Figure 1. Met1 routing (run 1).
Scale bar: 20 um. Supply wires on this layer in gray. Cells faint in the background.
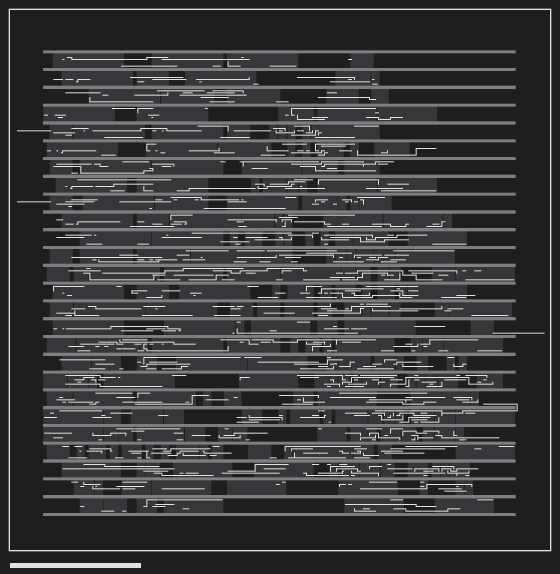
Figure 2. Close-up of the layout (run 1).
Scale bar: 10 um. Region (21, 5) to (61, 45) um. Cells in gray, sequential cells in the stronger gray; small squares are vias.
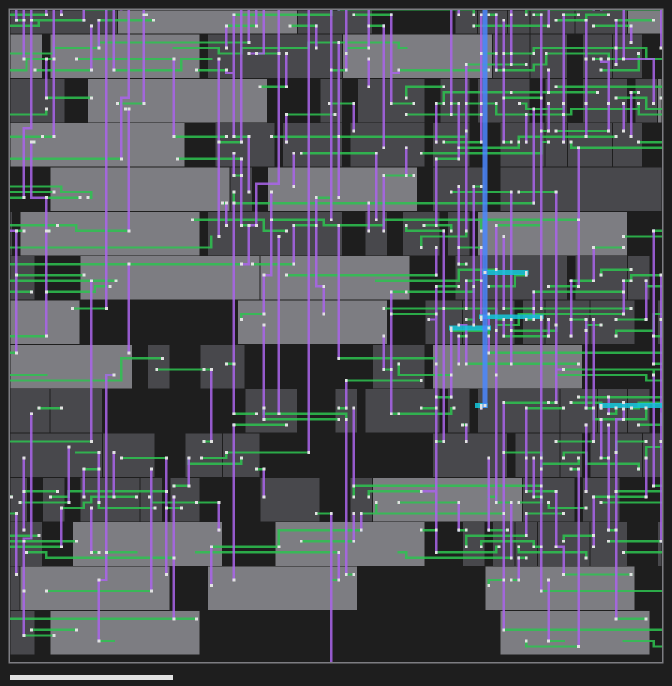
Figure 3. Routing congestion (run 1).
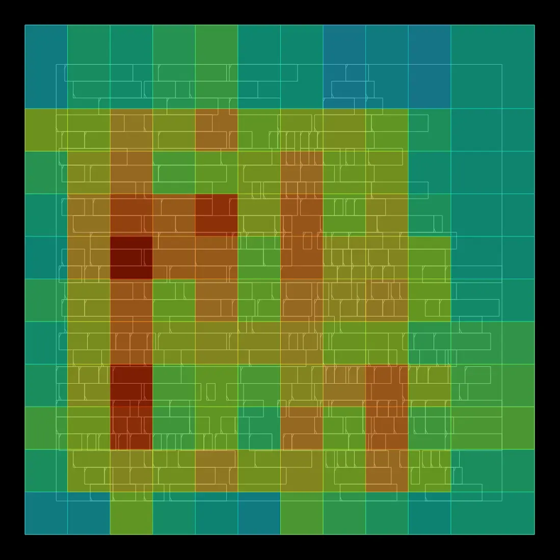
<file path="src/rtl/uart_pkg.sv">
// Shared definitions for the buffered UART transmitter: serialiser FSM
// state encoding, line levels and a parity helper.
package uart_pkg;

    // Serialiser FSM states; PARITY is only reachable when UART_TX_PARITY_EN is defined
    typedef enum logic [2:0] {
        IDLE   = 3'd0,
        START  = 3'd1,
        DATA   = 3'd2,
        PARITY = 3'd3,
        STOP   = 3'd4
    } uart_state_e;

    localparam int         DEFAULT_CLKS_PER_BIT = 10417;
    localparam logic       STOP_LEVEL           = 1'b1;
    localparam logic       START_LEVEL          = 1'b0;
    localparam logic [2:0] LAST_BIT_IDX         = 3'd7;

    // Even parity: the parity bit makes the total count of ones even
    function automatic logic even_parity(input logic [7:0] b);
        return ^b;
    endfunction

endpackage

</file>
<file path="src/rtl/uart_tx_fifo_byte_fifo.sv">
// byte_fifo: small first-word-fall-through byte queue. dout always shows the
// head entry, so the consumer can load it in the same cycle it pops.
// Pointers wrap modulo DEPTH (power of two); count is one bit wider.
module byte_fifo #(
    parameter int DEPTH = 4
) (
    input  logic                     clk,
    input  logic                     rst,
    input  logic                     push,
    input  logic                     pop,
    input  logic [7:0]               din,
    output logic [7:0]               dout,
    output logic [$clog2(DEPTH):0]   count,
    output logic                     full,
    output logic                     empty
);

    localparam int PTR_W = $clog2(DEPTH);
    localparam int CNT_W = PTR_W + 1;

    logic [7:0]       mem [DEPTH];
    logic [PTR_W-1:0] wr_ptr_q;
    logic [PTR_W-1:0] rd_ptr_q;
    logic [CNT_W-1:0] count_q;
    logic             do_push;
    logic             do_pop;

    // full/empty come from the registered count, so a pop while full frees
    // the slot only from the next cycle
    assign full    = (count_q == CNT_W'(DEPTH));
    assign empty   = (count_q == '0);
    assign do_push = push && !full;
    assign do_pop  = pop && !empty;
    assign count   = count_q;
    assign dout    = mem[rd_ptr_q];

    // Storage array: written on accepted pushes, contents need no reset
    always_ff @(posedge clk) begin
        if (do_push) begin
            mem[wr_ptr_q] <= din;
        end
    end

    // Pointer and occupancy bookkeeping; push and pop together leave count unchanged
    always_ff @(posedge clk or posedge rst) begin
        if (rst) begin
            wr_ptr_q <= '0;
            rd_ptr_q <= '0;
            count_q  <= '0;
        end else begin
            if (do_push) begin
                wr_ptr_q <= wr_ptr_q + 1'b1;
            end
            if (do_pop) begin
                rd_ptr_q <= rd_ptr_q + 1'b1;
            end
            case ({do_push, do_pop})
                2'b10:   count_q <= count_q + 1'b1;
                2'b01:   count_q <= count_q - 1'b1;
                default: count_q <= count_q;
            endcase
        end
    end

endmodule

</file>
<file path="src/rtl/uart_tx_fifo.sv">
// uart_tx_fifo: buffered 8N1 serial transmitter. Bytes are pushed on the
// rising edge of start, queued in byte_fifo and shifted out LSB-first on
// cereal. Defining UART_TX_PARITY_EN adds an even-parity bit (11-bit frame).
module uart_tx_fifo
    import uart_pkg::*;
#(
    parameter int CLKS_PER_BIT = DEFAULT_CLKS_PER_BIT,
    parameter int DEPTH        = 4
) (
    input  logic       sysclk,
    input  logic       rst,
    input  logic [7:0] data,
    input  logic       start,
    output logic       full,
    output logic       status,
    output logic       overflow,
    output logic       cereal
);

    localparam int BAUD_W = $clog2(CLKS_PER_BIT);
    localparam int CNT_W  = $clog2(DEPTH) + 1;

    if (CLKS_PER_BIT < 2) begin : g_bad_cpb
        $error("uart_tx_fifo: CLKS_PER_BIT must be >= 2");
    end
    if ((DEPTH < 2) || ((DEPTH & (DEPTH - 1)) != 0)) begin : g_bad_depth
        $error("uart_tx_fifo: DEPTH must be a power of two >= 2");
    end

    logic              start_q;
    logic              push_req;
    logic              overflow_q;
    logic              fifo_pop;
    logic [7:0]        fifo_dout;
    logic [CNT_W-1:0]  fifo_count;
    logic              fifo_full;
    logic              fifo_empty;

    uart_state_e       state_q;
    uart_state_e       state_d;
    logic [BAUD_W-1:0] baud_cnt_q;
    logic              bit_tick;
    logic [7:0]        shift_q;
    logic [2:0]        bit_idx_q;
    logic              cereal_q;
    logic              cereal_d;
`ifdef UART_TX_PARITY_EN
    logic              parity_q;
`endif

    byte_fifo #(
        .DEPTH (DEPTH)
    ) u_fifo (
        .clk   (sysclk),
        .rst   (rst),
        .push  (push_req),
        .pop   (fifo_pop),
        .din   (data),
        .dout  (fifo_dout),
        .count (fifo_count),
        .full  (fifo_full),
        .empty (fifo_empty)
    );

    // A level-held start must push only once, hence the edge detector
    assign push_req = start && !start_q;
    assign bit_tick = (baud_cnt_q == BAUD_W'(CLKS_PER_BIT - 1));

    assign full     = fifo_full;
    assign overflow = overflow_q;
    assign cereal   = cereal_q;
    assign status   = (fifo_count == '0) && (state_q == IDLE);

    // Start edge detector and sticky overflow (push seen while full)
    always_ff @(posedge sysclk or posedge rst) begin
        if (rst) begin
            start_q    <= 1'b0;
            overflow_q <= 1'b0;
        end else begin
            start_q <= start;
            if (push_req && fifo_full) begin
                overflow_q <= 1'b1;
            end
        end
    end

    // FSM state register
    always_ff @(posedge sysclk or posedge rst) begin
        if (rst) begin
            state_q <= IDLE;
        end else begin
            state_q <= state_d;
        end
    end

    // FSM next-state: each non-idle state lasts exactly one bit time
    always_comb begin
        state_d = state_q;
        case (state_q)
            IDLE:   if (!fifo_empty) state_d = START;
            START:  if (bit_tick)    state_d = DATA;
            DATA: begin
                if (bit_tick && (bit_idx_q == LAST_BIT_IDX)) begin
`ifdef UART_TX_PARITY_EN
                    state_d = PARITY;
`else
                    state_d = STOP;
`endif
                end
            end
            PARITY: if (bit_tick)    state_d = STOP;
            STOP:   if (bit_tick)    state_d = IDLE;
            default:                 state_d = IDLE;
        endcase
    end

    // FSM outputs: next line level and the FIFO pop when a frame begins
    always_comb begin
        fifo_pop = (state_q == IDLE) && !fifo_empty;
        cereal_d = STOP_LEVEL;
        case (state_q)
            START:  cereal_d = START_LEVEL;
            DATA:   cereal_d = shift_q[0];
`ifdef UART_TX_PARITY_EN
            PARITY: cereal_d = parity_q;
`endif
            default: cereal_d = STOP_LEVEL;
        endcase
    end

    // Serialiser datapath: load on pop, then baud timing and right shifts
    always_ff @(posedge sysclk or posedge rst) begin
        if (rst) begin
            baud_cnt_q <= '0;
            shift_q    <= '0;
            bit_idx_q  <= '0;
`ifdef UART_TX_PARITY_EN
            parity_q   <= 1'b0;
`endif
        end else if (state_q == IDLE) begin
            baud_cnt_q <= '0;
            if (fifo_pop) begin
                shift_q   <= fifo_dout;
                bit_idx_q <= '0;
`ifdef UART_TX_PARITY_EN
                parity_q  <= even_parity(fifo_dout);
`endif
            end
        end else begin
            baud_cnt_q <= bit_tick ? '0 : baud_cnt_q + 1'b1;
            if ((state_q == DATA) && bit_tick) begin
                shift_q   <= shift_q >> 1;
                bit_idx_q <= bit_idx_q + 1'b1;
            end
        end
    end

    // Registered line driver; reset forces the idle level at once
    always_ff @(posedge sysclk or posedge rst) begin
        if (rst) begin
            cereal_q <= STOP_LEVEL;
        end else begin
            cereal_q <= cereal_d;
        end
    end

endmodule

</file>
<file path="config.mk">
export PLATFORM = sky130hd
export DESIGN_NAME = uart_tx_fifo
export DESIGN_NICKNAME = d
export VERILOG_FILES = /design/src/rtl/uart_pkg.sv /design/src/rtl/uart_tx_fifo_byte_fifo.sv /design/src/rtl/uart_tx_fifo.sv
export SDC_FILE = /design/constraint.sdc
export NUM_CORES = 1
export LEC_CHECK = 0
export CORE_MARGIN = 5
export CORE_UTILIZATION = 59
export DETAILED_ROUTE_END_ITERATION = 7
export PLACE_DENSITY = 0.83
export SLEW_MARGIN = 40
export SYNTH_ARGS = -nofsm -noshare
export SYNTH_HDL_FRONTEND = slang
export SYNTH_SLANG_ARGS = --single-unit
export TNS_END_PERCENT = 30
</file>
<file path="constraint.sdc">
create_clock -name sysclk -period 2.8 [get_ports sysclk]
set_input_delay 0.56 -clock sysclk [delete_from_list [all_inputs] [get_ports sysclk]]
set_output_delay 0.56 -clock sysclk [all_outputs]
set_load 0.02 [all_outputs]
</file>
==> flow_summary.json, run 1 <==
{
  "max_freq_mhz": 391.0,
  "common_cells": "dfrtp_1 (37), edfxtp_1 (32), nand2_1 (28), nor2_1 (19), inv_1 (17)",
  "endpoint": "status",
  "cts_tree": "done",
  "gr-usage-met3_pct": 3.579,
  "grt_pass1_vias": 1810,
  "drt_iter0_drc": 129,
  "power_leakage_nw": 1.470,
  "row_count": 26,
  "hp-start": "overflow",
  "final_layout_size_suffix_gt1_share_pct": 16.09,
  "maxCapViolCount": 0,
  "coreArea_um2": 5107,
  "setup_viol": 0,
  "async_flop_share_pct": 54.29,
  "fin_cells": 331,
  "syn-num-nets": 255,
  "fp-utilization_pct": 60.80,
  "outcome": "finished clean",
  "clockBufferDepth": 2,
  "nets": 277,
  "dp_hpwl_mm": 3.415,
  "wl_met3_um": 148,
  "vias_per_cell": 5.317,
  "clkTransAtPathRegs_ns": 0.08,
  "drtAntennaViolNets": 0,
  "m1WireLength_mm": 2.260,
  "relSlewSlack_pct": 61.01,
  "r2r-end": "shift_q[3]",
  "routed_wl_mm": 4.904
}
About Figure 1:
longest straight run	18.4 um
wire length on this layer	2,260 um
main direction	horizontal
nets with wire on the layer	255
share of all routed wire	46%

About Figure 2:
color	layer
cyan	M3
green	M1
purple	M2
blue	M4
sequential cells in the window	22
most frequent	dfrtp_1 (16), nor2_1 (10)
cells with their middle in the window	103
netlist names of flops here include	`baud_cnt_q` (8), `u_fifo.mem` (6), `bit_idx_q` (3)

About Figure 3:
GR peak layer: met2
M1 GR Usage: 23.08%
GRT Total Usage: 17.44%
fin util: 69.60%

## run 1: cell families after synthesis
group	Yosys count	share of synthesized area, %
fa+ha+maj	10	4.271
simple gates	83	12.93
mux	22	11.52
xor+xnor	18	5.077
compound gates	6	1.289
buf+inv	25	3.304
flops	70	61.60
## run 1: layout by cell type, fill, tap and decap left out, types with 2 or more instances in the layout
cell type        Yosys  layout
and2_1               5       5
and3_1               2       2
buf_4                0       5
bufinv_16            0       2
clkbuf_8             0       9
clkdlybuf4s50_1      0      14
clkinvlp_4           0       4
dfrtp_1             37      37
edfxtp_1            32      32
ha_1                 9       9
inv_1               17      17
mux2_2               2       2
mux2_4               7       7
mux2i_1              5       5
mux4_2               8       8
nand2_1             28      28
nand2b_1             2       2
nand3_1              5       5
nand3b_1             2       2
nand4_1              2       2
nor2_1              19      19
nor3_1               6       6
nor4_1               4       4
o21ai_0              2       2
or3_1                2       2
or4_1                2       2
xnor2_1             15      15
xor2_1               3       3
## run 1: registers in the layout (all words and copies together) (netlist names)
register and flops:
u_fifo.wr_ptr_q 2, bit_idx_q 3, cereal 1, shift_q 8, overflow 1, u_fifo.count 3, start_q 1, u_fifo.rd_ptr_q 2
u_fifo.mem 32, state_q 3, baud_cnt_q 14
## run 1: critical path, stage by stage, from the launching register on
cell and delay, ns:
dfrtp_1 0.48, nor3_1 0.38, and2_1 0.19, clkdlybuf4s50_1 0.60
## run 1: power by group
part,internal [mW],leakage (nW),switching [mW]
sequential,1.29,0.767,0.193
combinational,0.387,0.605,0.292
clock,0.502,0.0977,0.392
total,2.18,1.47,0.877
## run 1: final cells by class
cell class              count  area [um2]
well taps                  70       87.58
multi-input cells         139        1090
flip-flops and latches     70        1913
inverters                  17       63.81
clock buffers               9       123.9
fillers                   358        1553
clock inverters             7       98.84
repair buffers             19       177.7
==> run 1 -> run 2 <==
--- a/config.mk
+++ b/config.mk
@@ -9,6 +9,7 @@
 export CORE_UTILIZATION = 59
 export DETAILED_ROUTE_END_ITERATION = 7
 export PLACE_DENSITY = 0.83
+export SKIP_CTS_REPAIR_TIMING = 1
 export SLEW_MARGIN = 40
 export SYNTH_ARGS = -nofsm -noshare
 export SYNTH_HDL_FRONTEND = slang
==> constraint.sdc (replaced) <==
create_clock -name sysclk -period 2.8 [get_ports sysclk]
set_input_delay 0.42 -clock sysclk [delete_from_list [all_inputs] [get_ports sysclk]]
set_output_delay 0.42 -clock sysclk [all_outputs]
set_load 0.02 [all_outputs]
==> flow_summary.json, run 2 <==
{
  "grt.total_usage_pct": 16.69,
  "clkTransAtPathRegs_ns": 0.08,
  "maxCapViolCount": 0,
  "lay_top_count": "dfrtp_1",
  "relSlewSlack_pct": 62.76,
  "final_layout_size_suffix_gt1_share_pct": 15.71,
  "common_cells": "dfrtp_1 (37), edfxtp_1 (32), nand2_1 (28), nor2_1 (19), inv_1 (17)",
  "final_core_util_pct": 69.57,
  "lay_top_cells": "dfrtp_1 (37), edfxtp_1 (32), nand2_1 (28), nor2_1 (19), inv_1 (17)",
  "coreArea_um2": 5107,
  "setup_viol": 0,
  "largest_reg_flops": 32,
  "dp_hpwl_mm": 3.194,
  "fin_cells": 331,
  "nets": 277,
  "drtAntennaViolNets": 0,
  "syn-num-nets": 255,
  "vias": 1739,
  "drt_iter0_drc": 66,
  "endpoint": "shift_q[3]",
  "outcome": "finished clean",
  "antennaDiodeCount": 0,
  "max_freq_mhz": 413.6,
  "routed_wl_mm": 4.704,
  "r2r-end": "shift_q[3]",
  "reg_top3": "u_fifo.mem (32), baud_cnt_q (14), shift_q (8)",
  "drv_slew": 0,
  "cts_tree": "done",
  "worst_pin_slew_ns": 0.5586,
  "hold_viol": 0,
  "grt_pass1_vias": 1768,
  "hp-start": "overflow",
  "top_register": "u_fifo.mem",
  "fillers": 369,
  "drc_errors": 0
}
[run 2: cell counts after synthesis]
No cell type changed its count.
[run 2: how the worst min path moves through the flow]
stage,cells past startpoint,to,slack (ns)
floorplan,0,start_q,0.45
finish,1,overflow,0.47
global route,1,overflow,0.50
global placement,1,overflow,0.45
CTS,3,baud_cnt_q[11],0.48
detailed placement,1,overflow,0.46
[run 2: worst max-delay path, stage by stage, from the launching register on]
cell and delay [ns]:
dfrtp_1 0.43, or4_1 0.52, or4_1 0.52, o31a_1 0.48, mux2_4 0.36
[run 2: layer usage]
metal  wire length [um]  GRT usage [%]  vias up
met3                211          5.965        7
met2               2334          26.76       36
met1               2090          20.37      844
met4                 67          7.353        0
li1                   -              -      852
met5                  0              0        -
[run 2: cells by family after synthesis]
| kind of cell | Yosys count | share of synthesized area [%] |
|---|---|---|
| AOI/OAI and AO/OA | 6 | 1.289 |
| DFF | 70 | 61.60 |
| adders and majority gates | 10 | 4.271 |
| buffers and inverters | 25 | 3.304 |
| and+or+nand+nor | 83 | 12.93 |
| muxes | 22 | 11.52 |
| xor gates and xnor gates | 18 | 5.077 |
[run 2: power breakdown]
group | switching [mW] | internal, mW
logic | 0.293 | 0.389
clock network | 0.379 | 0.504
registers | 0.187 | 1.29
[run 2: cell type report]
type	count	area (um2)	area share [%]
repair buffers	19	177.7	5.000
clock buffers	9	123.9	3.486
flip-flops and latches	70	1913	53.84
inverters	17	63.81	1.796
well taps	70	87.58	2.465
multi-input cells	139	1090	30.67
clock inverters	7	97.59	2.746
Figure 4. Close-up of the layout (run 2).
Scale bar: 10 um. Region (21, 5) to (61, 45) um. Cells in gray, sequential cells in the stronger gray; small squares are vias.
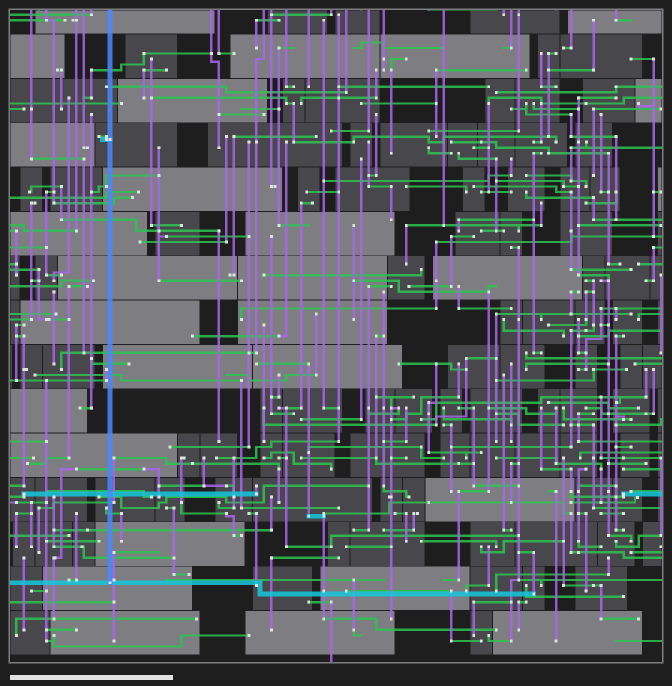
color	layer
blue	M4
purple	M2
cyan	M3
green	M1
netlist names of flops here include	`baud_cnt_q` (8), `u_fifo.mem` (6), `bit_idx_q` (3)
cells with their middle in the window	112
sequential cells in the window	23
most frequent	dfrtp_1 (17), nor2_1 (10)

Figure 5. Cell sizes after repair (run 2).
Scale bar: 20 um.
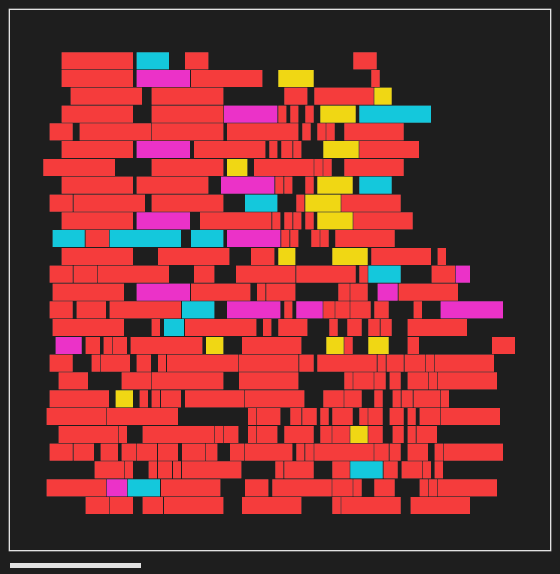
color	size	cells	share	most used
magenta	x2	14	5.4%	mux4_2
red	x1 and smaller	220	84%	dfrtp_1
cyan	x6 and larger	12	4.6%	clkbuf_8
yellow	x3 and x4	15	5.7%	mux2_4

Figure 6. Signal wires on met2 (run 2).
Scale bar: 20 um. Cells faint in the background.
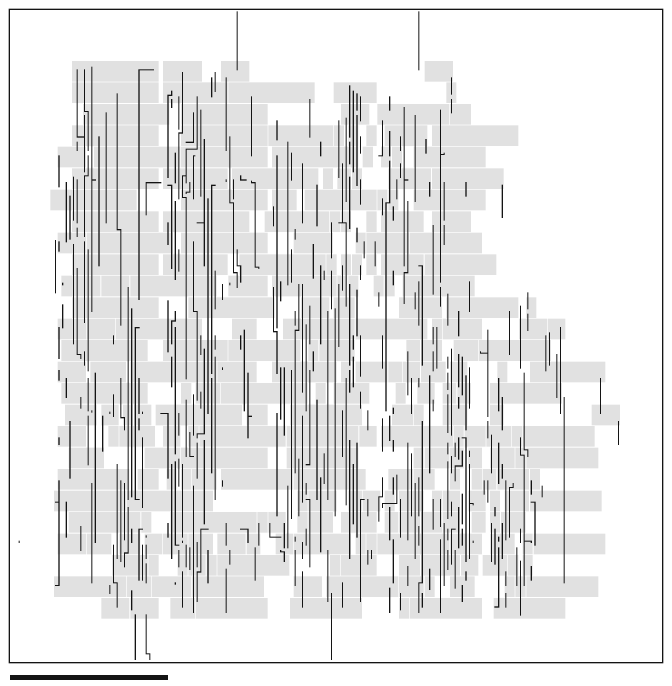
wire length on this layer	2,330 um
share of all routed wire	50%
main direction	vertical
longest straight run	30.9 um

Power and IR drop assume default switching activity.
